--- config.mk ---
export PLATFORM = sky130hd
export DESIGN_NAME = spi_cmd_master
export DESIGN_NICKNAME = d
export VERILOG_FILES = /design/src/rtl/spi_cmd_pkg.sv /design/src/rtl/spi_sclk_gen.sv /design/src/rtl/spi_cmd_master.sv
export SDC_FILE = /design/constraint.sdc
export NUM_CORES = 1
export LEC_CHECK = 0
export CORE_AREA = 2 2 81 83
export CTS_CLUSTER_SIZE = 25
export DETAILED_ROUTE_END_ITERATION = 8
export DIE_AREA = 0 0 83 85
export PLACE_DENSITY = 0.78
export REMOVE_ABC_BUFFERS = 1
export SLEW_MARGIN = 20
export SYNTH_ARGS = -nofsm -noshare
export SYNTH_HDL_FRONTEND = slang
export SYNTH_SLANG_ARGS = --single-unit
--- constraint.sdc ---
create_clock -name clk -period 2.25 [get_ports clk]
set_clock_uncertainty 0.15 [all_clocks]
set_input_delay 0.3375 -clock clk [delete_from_list [all_inputs] [get_ports clk]]
set_output_delay 0.3375 -clock clk [all_outputs]
set_load 0.03 [all_outputs]
--- src/rtl/spi_cmd_pkg.sv ---
// Shared types and constants for the SPI register-command master.
package spi_cmd_pkg;

  typedef enum logic [1:0] {
    ST_IDLE  = 2'd0,
    ST_SHIFT = 2'd1,
    ST_HOLD  = 2'd2,
    ST_GAP   = 2'd3
  } state_t;

  localparam int unsigned FRAME_LEN  = 16;
  localparam int unsigned WR_BIT_POS = 7;
  localparam logic        RSVD_BIT   = 1'b0;

  localparam int unsigned ADDR_W    = 6;
  localparam int unsigned DATA_W    = 8;
  localparam int unsigned CNT_W     = 8;
  localparam int unsigned BIT_CNT_W = 4;

  typedef struct packed {
    logic              write;
    logic [ADDR_W-1:0] addr;
    logic [DATA_W-1:0] wdata;
  } req_t;

  // Command byte {write, reserved, addr} followed by write data or zero for a read.
  function automatic logic [FRAME_LEN-1:0] build_frame(input req_t req);
    logic [DATA_W-1:0] cmd;
    cmd                 = '0;
    cmd[ADDR_W-1:0]     = req.addr;
    cmd[WR_BIT_POS-1]   = RSVD_BIT;
    cmd[WR_BIT_POS]     = req.write;
    return {cmd, (req.write ? req.wdata : DATA_W'(0))};
  endfunction

endpackage

--- src/rtl/spi_sclk_gen.sv ---
// SPI clock generator: sclk with CLK_DIV-cycle half periods, idle low while disabled.
// o_rise_c / o_fall_c flag the clk edge on which sclk will go high / low.
module spi_sclk_gen
  import spi_cmd_pkg::*;
#(
  parameter int unsigned CLK_DIV = 2
) (
  input  logic clk,
  input  logic rst_n,
  input  logic i_en,
  output logic o_sclk,
  output logic o_rise_c,
  output logic o_fall_c
);

  logic [CNT_W-1:0] r_cnt;
  logic             r_sclk;
  logic             w_wrap;

  assign w_wrap   = i_en && (r_cnt == CNT_W'(CLK_DIV - 1));
  assign o_rise_c = w_wrap && !r_sclk;
  assign o_fall_c = w_wrap && r_sclk;
  assign o_sclk   = r_sclk;

  always_ff @(posedge clk or negedge rst_n) begin
    if (!rst_n) begin
      r_cnt  <= '0;
      r_sclk <= 1'b0;
    end else if (!i_en) begin
      r_cnt  <= '0;
      r_sclk <= 1'b0;
    end else if (w_wrap) begin
      r_cnt  <= '0;
      r_sclk <= ~r_sclk;
    end else begin
      r_cnt  <= r_cnt + CNT_W'(1);
    end
  end

endmodule

--- src/rtl/spi_cmd_master.sv ---
// SPI mode-0 register-command master: 16-bit frames {cmd, data}, one transaction at a time.
// Define SPI_MASTER_IDLE_GAP_EN to hold cs_n high for IDLE_GAP extra cycles after each frame.
module spi_cmd_master
  import spi_cmd_pkg::*;
#(
  parameter int unsigned CLK_DIV  = 2,
  parameter int unsigned IDLE_GAP = 4
) (
  input  logic       clk,
  input  logic       rst_n,
  input  logic       req_valid,
  output logic       req_ready,
  input  logic       req_write,
  input  logic [5:0] req_addr,
  input  logic [7:0] req_wdata,
  output logic       rsp_valid,
  output logic [7:0] rsp_rdata,
  output logic       sclk,
  output logic       cs_n,
  output logic       mosi,
  input  logic       miso
);

`ifdef SPI_MASTER_IDLE_GAP_EN
  localparam bit GAP_EN = 1'b1;
`else
  localparam bit GAP_EN = 1'b0;
`endif
  localparam int unsigned GAP_CNT_W = (IDLE_GAP > 1) ? $clog2(IDLE_GAP) : 1;

  state_t                 r_state;
  logic [FRAME_LEN-1:0]   r_tx;
  logic [DATA_W-1:0]      r_rx;
  logic [BIT_CNT_W-1:0]   r_bit_cnt;
  logic [CNT_W-1:0]       r_hold_cnt;
  logic [GAP_CNT_W-1:0]   r_gap_cnt;
  logic                   r_write;
  logic                   r_req_ready;
  logic                   r_rsp_valid;
  logic [DATA_W-1:0]      r_rsp_rdata;
  logic                   r_cs_n;
  logic                   r_mosi;

  req_t                   w_req;
  logic [FRAME_LEN-1:0]   w_frame;
  logic                   w_sclk_en;
  logic                   w_rise_c;
  logic                   w_fall_c;
  logic                   w_sclk;

  assign w_req     = '{write: req_write, addr: req_addr, wdata: req_wdata};
  assign w_frame   = build_frame(w_req);
  assign w_sclk_en = (r_state == ST_SHIFT);

  spi_sclk_gen #(
    .CLK_DIV (CLK_DIV)
  ) u_sclk_gen (
    .clk      (clk),
    .rst_n    (rst_n),
    .i_en     (w_sclk_en),
    .o_sclk   (w_sclk),
    .o_rise_c (w_rise_c),
    .o_fall_c (w_fall_c)
  );

  always_ff @(posedge clk or negedge rst_n) begin
    if (!rst_n) begin
      r_state     <= ST_IDLE;
      r_tx        <= '0;
      r_rx        <= '0;
      r_bit_cnt   <= '0;
      r_hold_cnt  <= '0;
      r_gap_cnt   <= '0;
      r_write     <= 1'b0;
      r_req_ready <= 1'b0;
      r_rsp_valid <= 1'b0;
      r_rsp_rdata <= '0;
      r_cs_n      <= 1'b1;
      r_mosi      <= 1'b0;
    end else begin
      r_rsp_valid <= 1'b0;
      unique case (r_state)
        ST_IDLE: begin
          if (req_valid && r_req_ready) begin
            r_state     <= ST_SHIFT;
            r_req_ready <= 1'b0;
            r_cs_n      <= 1'b0;
            r_tx        <= w_frame;
            r_mosi      <= w_frame[FRAME_LEN-1];
            r_write     <= req_write;
            r_bit_cnt   <= '0;
            r_rx        <= '0;
          end else begin
            r_req_ready <= 1'b1;
          end
        end
        ST_SHIFT: begin
          // Only the data byte is captured; miso during the command byte is don't-care.
          if (w_rise_c && (r_bit_cnt >= BIT_CNT_W'(DATA_W))) begin
            r_rx <= {r_rx[DATA_W-2:0], miso};
          end
          if (w_fall_c) begin
            if (r_bit_cnt == BIT_CNT_W'(FRAME_LEN - 1)) begin
              r_state    <= ST_HOLD;
              r_hold_cnt <= '0;
              r_mosi     <= 1'b0;
            end else begin
              r_bit_cnt  <= r_bit_cnt + BIT_CNT_W'(1);
              r_tx       <= {r_tx[FRAME_LEN-2:0], 1'b0};
              r_mosi     <= r_tx[FRAME_LEN-2];
            end
          end
        end
        ST_HOLD: begin
          if (r_hold_cnt == CNT_W'(CLK_DIV - 1)) begin
            r_cs_n      <= 1'b1;
            r_rsp_valid <= 1'b1;
            r_rsp_rdata <= r_write ? DATA_W'(0) : r_rx;
            r_gap_cnt   <= '0;
            r_state     <= (GAP_EN && (IDLE_GAP != 0)) ? ST_GAP : ST_IDLE;
          end else begin
            r_hold_cnt  <= r_hold_cnt + CNT_W'(1);
          end
        end
        ST_GAP: begin
          if (r_gap_cnt == GAP_CNT_W'(IDLE_GAP - 1)) begin
            r_state   <= ST_IDLE;
          end else begin
            r_gap_cnt <= r_gap_cnt + GAP_CNT_W'(1);
          end
        end
        default: r_state <= ST_IDLE;
      endcase
    end
  end

  assign req_ready = r_req_ready;
  assign rsp_valid = r_rsp_valid;
  assign rsp_rdata = r_rsp_rdata;
  assign sclk      = w_sclk;
  assign cs_n      = r_cs_n;
  assign mosi      = r_mosi;

endmodule
==> impl_metrics.env, run 1 <==
# yosys + openroad results
export IMPL_ys_cells=290
export IMPL_worst_path_max_fanout=4
export IMPL_numCtsBuffers=9
export IMPL_r2r_slack_ps=110
export IMPL_switching_power_uw=1480
export IMPL_syn_inst=290
export IMPL_drv_cap=0
export IMPL_regMostFlops="r_tx"
export IMPL_logic_family="simple AND/OR/NAND/NOR gates"
export IMPL_warning_count=29
export IMPL_fp_util_pct=49.5
export IMPL_flop_cell="dfrtp_1"
export IMPL_drive_gt1_share_pct=22.9
export IMPL_routed_wirelength_um=5980
export IMPL_cts_htree_levels=3
export IMPL_largest_reg_flops=15
export IMPL_grt_pass1_vias=2309
export IMPL_lay_top_count="dfrtp_1"
export IMPL_cp_endpoint="r_hold_cnt[2]"
export IMPL_std_cell_rows=29
export IMPL_gp_congestion=0.792
export IMPL_xor_share_pct=2.28
export IMPL_clkCellAreaFrac_pct=6.18
export IMPL_ys_chip_area_um2=3070
export IMPL_run_status="finished clean"
export IMPL_yosys_stat_seqShare_pct=49.7
export IMPL_signal_buffers=46
export IMPL_synth_area_mux_share_pct=11.3
export IMPL_worstMarginPinSlew_ps=482
export IMPL_clk_pin_slew_worst_paths_ps=70
export IMPL_areaGrowthSynthToFinish_pct=23.1
export IMPL_max_clock_freq_ghz=0.466
export IMPL_cts_tree="yes"
export IMPL_ys_warn_count=0
export IMPL_hold_depth=2
export IMPL_cts_sinks=61
export IMPL_hold_class="register to register"
export IMPL_power_uw=4310
export IMPL_cts_setup_buffers=0
export IMPL_period_needed_ps=2140
export IMPL_powerClk_uw=1120
export IMPL_synth_top_area_share_pct=48.8
export IMPL_internal_power_uw=2840
export IMPL_synthAdderAreaFrac_pct=2.85
export IMPL_crit_required_ps=2320
export IMPL_pin_count=32
export IMPL_endpoint_kind="register"
export IMPL_synth_top_cell_by_count="dfrtp_1"
export IMPL_edf_count=0
export IMPL_avgSynthCellArea_um2=10.6
export IMPL_cp_start_kind="register"
export IMPL_whs_ps=321
export IMPL_drv_slew=0
export IMPL_fin_crit_sh_pct=95.3
export IMPL_grt_max_degree=62
export IMPL_top_area_cell="dfrtp_1"
export IMPL_topCellsByArea="dfrtp_1 (49%), mux2_2 (7.7%), nand2_1 (5.5%)"
export IMPL_hold_path_end="cs_n"
export IMPL_vias=2233
export IMPL_ys_sh_simple_pct=19.9
export IMPL_grt_antenna_before_repair=0
export IMPL_grtUsageTotal_pct=18.8
export IMPL_design_seq_count=61
export IMPL_r2r_cells=6
export IMPL_comb_cells=198
export IMPL_lay_top_cells="dfrtp_1 (60), nand2_1 (45), clkdlybuf4s50_1 (30)"
export IMPL_cts_root_buf="clkbuf_8"
export IMPL_cellLeakagePower_uw=0.00181
export IMPL_dr_pass1_iters=4
export IMPL_vias_per_cell=5.35
==> run 1: metrics by stage <==
stage	TNS (ps)	cells	util (%)	setup slack (ps)	cell area, um^2
after floorplan	-7400	278	-	-489	2990
after global placement	0	398	56.6	102	3510
after detailed placement	0	398	56.6	35.5	3510
after CTS	0	415	60.5	25.4	3750
after global routing	-12.8	417	61.0	-12.8	3780
final	0	417	61.0	106	3780
==> run 1: per-layer routing <==
layer	vias up	wire length [um]	GRT usage [%]
met5	-	0	0
met1	1102	2780	24.1
li1	1079	-	-
met4	0	108	9.09
met3	11	164	4.09
met2	41	2930	30.6
==> run 1: critical path, cell delays in order, from the launching register on <==
cell     delay [ps]
dfrtp_1         410
inv_1            70
ha_1            160
or3b_4          400
nor4_4          400
nor2_2           90
a221o_1         350
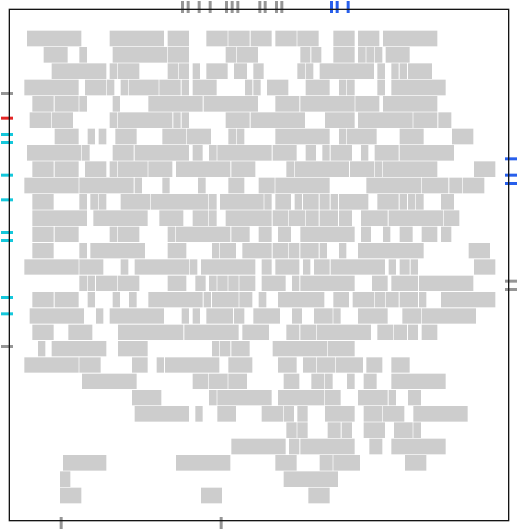
Run 1: ports around the boundary
Drawn at 6 px/um. Pins as bars across the die edge, other pins in gray.
legend:
  req_addr:
    color: blue
    pins: 6
    direction: input
    edge: 3 top, 3 right
  rsp_rdata:
    color: cyan
    pins: 8
    direction: output
    edge: left
  miso:
    color: red
    pins: 1
    direction: input
    edge: left
Die Height: 85 um
Die X: 83 um
Port-buffer cells: 31

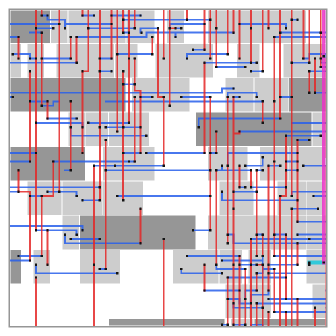
Run 1: zoomed window
Region (29, 13) to (54, 38) um. Cells in gray, sequential cells in the stronger gray; small squares are vias.
legend:
  M1:
    color: blue
  M3:
    color: cyan
  M4:
    color: magenta
  M2:
    color: red
most frequent: nor2_1 (5), dfrtp_1 (4)
netlist names of flops here include: u_sclk_gen.r_cnt (3), r_hold_cnt (1)
sequential cells in the window: 4
cells with their middle in the window: 42

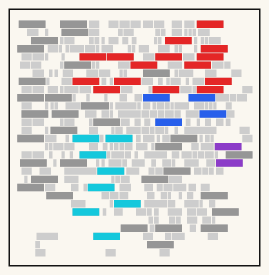
Run 1: register map, names as in the netlist
Drawn at 3 px/um. Other sequential cells in the stronger gray, the rest of the logic in the fainter gray.
legend:
  u_sclk_gen.r_cnt:
    color: cyan
    sequential_cells: 8
  r_bit_cnt:
    color: blue
    sequential_cells: 4
  r_gap_cnt:
    color: purple
    sequential_cells: 2
  r_tx:
    color: red
    sequential_cells: 15
not colored: 32
Seq area share: 40.4%
Seq. cell area: 1530 um^2
Seq power: 1650 uW

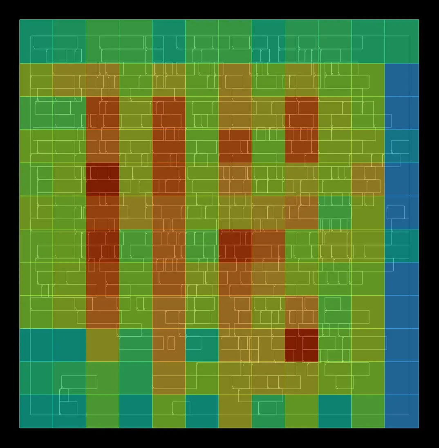
Run 1: routing congestion map
grt peak-use layer: met2
met2 usage: 30.6%
met1 Use GR: 24.1%
GRT met3 Usage: 4.09%
final cell utilization of the core: 61.0%

==> run 1 -> run 2 <==
Settings changed: ABC_CLOCK_PERIOD_IN_PS set to 2250, SKIP_LAST_GASP set to 1.
==> run 2 against run 1 <==
Net effect: die area did not move; core utilization stayed put; clock power about the same; maximum frequency is the same; critical path type unchanged; largest cell class unchanged; final cell count did not move; sequential cell count unchanged; global-route usage unchanged; critical path depth did not move.
==> impl_metrics.env, run 2 <==
# yosys + openroad results
export IMPL_vias_per_cell=5.35
export IMPL_cellLeakagePower_uw=0.00181
export IMPL_vias=2233
export IMPL_pg_seq_uw=1650
export IMPL_cts_sinks=61
export IMPL_synth_top_area_share_pct=48.8
export IMPL_synth_area_mux_share_pct=11.3
export IMPL_drv_cap=0
export IMPL_ys_cells=290
export IMPL_powerClk_uw=1120
export IMPL_r2r_slack_ps=110
export IMPL_fin_crit_sh_pct=95.3
export IMPL_period_needed_ps=2140
export IMPL_fin_area_um2=3780
export IMPL_edf_count=0
export IMPL_critPathBufInv=1
export IMPL_cts_root_buf="clkbuf_8"
export IMPL_drive_gt1_share_pct=22.9
export IMPL_die_height_um=85
export IMPL_logic_family="simple AND/OR/NAND/NOR gates"
export IMPL_hold_class="register to register"
export IMPL_run_status="finished clean"
export IMPL_worst_path_stages=6
export IMPL_warning_count=29
export IMPL_cp_endpoint="r_hold_cnt[2]"
export IMPL_power_uw=4310
export IMPL_flop_cell="dfrtp_1"
export IMPL_max_clock_freq_ghz=0.466
export IMPL_cts_setup_buffers=0
export IMPL_seq_area_um2=1530
export IMPL_dr_pass1_iters=4
export IMPL_avgSynthCellArea_um2=10.6
export IMPL_cts_htree_levels=3
export IMPL_areaGrowthSynthToFinish_pct=23.1
export IMPL_routed_wirelength_um=5980
export IMPL_synthAdderAreaFrac_pct=2.85
export IMPL_std_cell_rows=29
export IMPL_top_area_cell="dfrtp_1"
export IMPL_yosys_stat_seqShare_pct=49.7
export IMPL_switching_power_uw=1480
export IMPL_grt_max_degree=62
[run 2: cell counts in the layout (fill, tap and decap cells not counted)]
No cell type changed its count.
[run 2: kinds of logic after synthesis]
| kind of cell | after synthesis |
|---|---|
| flops | 61 |
| xor+xnor | 8 |
| simple gates | 119 |
| mux | 32 |
| buf+inv | 31 |
| fa+ha+maj | 7 |
| compound gates | 32 |
[run 2: per-layer routing]
metal	vias to the layer above	part of all wire [%]	global-route usage, %
met4	0	1.8	9.09
met5	-	0	0
met2	41	49	30.6
met3	11	2.7	4.09
met1	1102	47	24.1
li1	1079	-	-
[run 2: layout make-up]
cell class,instances,area share (%)
Sequential cell,61,40.4
Multi-Input combinational cell,198,37.3
Timing Repair Buffer,46,11.8
Clock buffer,11,4.00
Tap cell,77,2.55
Clock inverter,5,2.18
Inverter,19,1.88
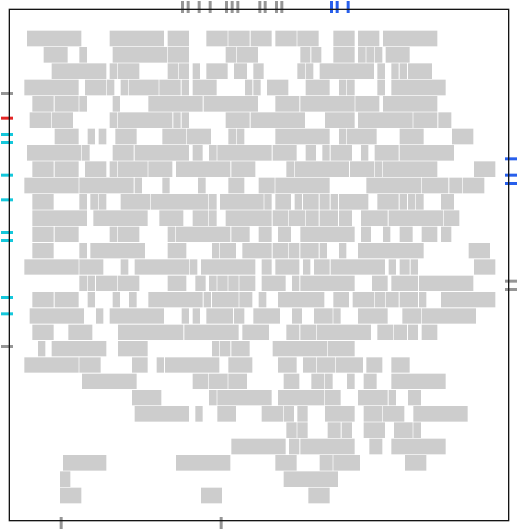
Run 2: ports around the boundary
Drawn at 6 px/um. Pins as bars across the die edge, other pins in gray.
legend:
  miso:
    color: red
    pins: 1
    direction: input
    edge: left
  req_addr:
    color: blue
    pins: 6
    direction: input
    edge: 3 top, 3 right
  rsp_rdata:
    color: cyan
    pins: 8
    direction: output
    edge: left
all pins by edge: 14 top, 11 left, 5 right, 2 bottom

Power and IR drop assume default switching activity.
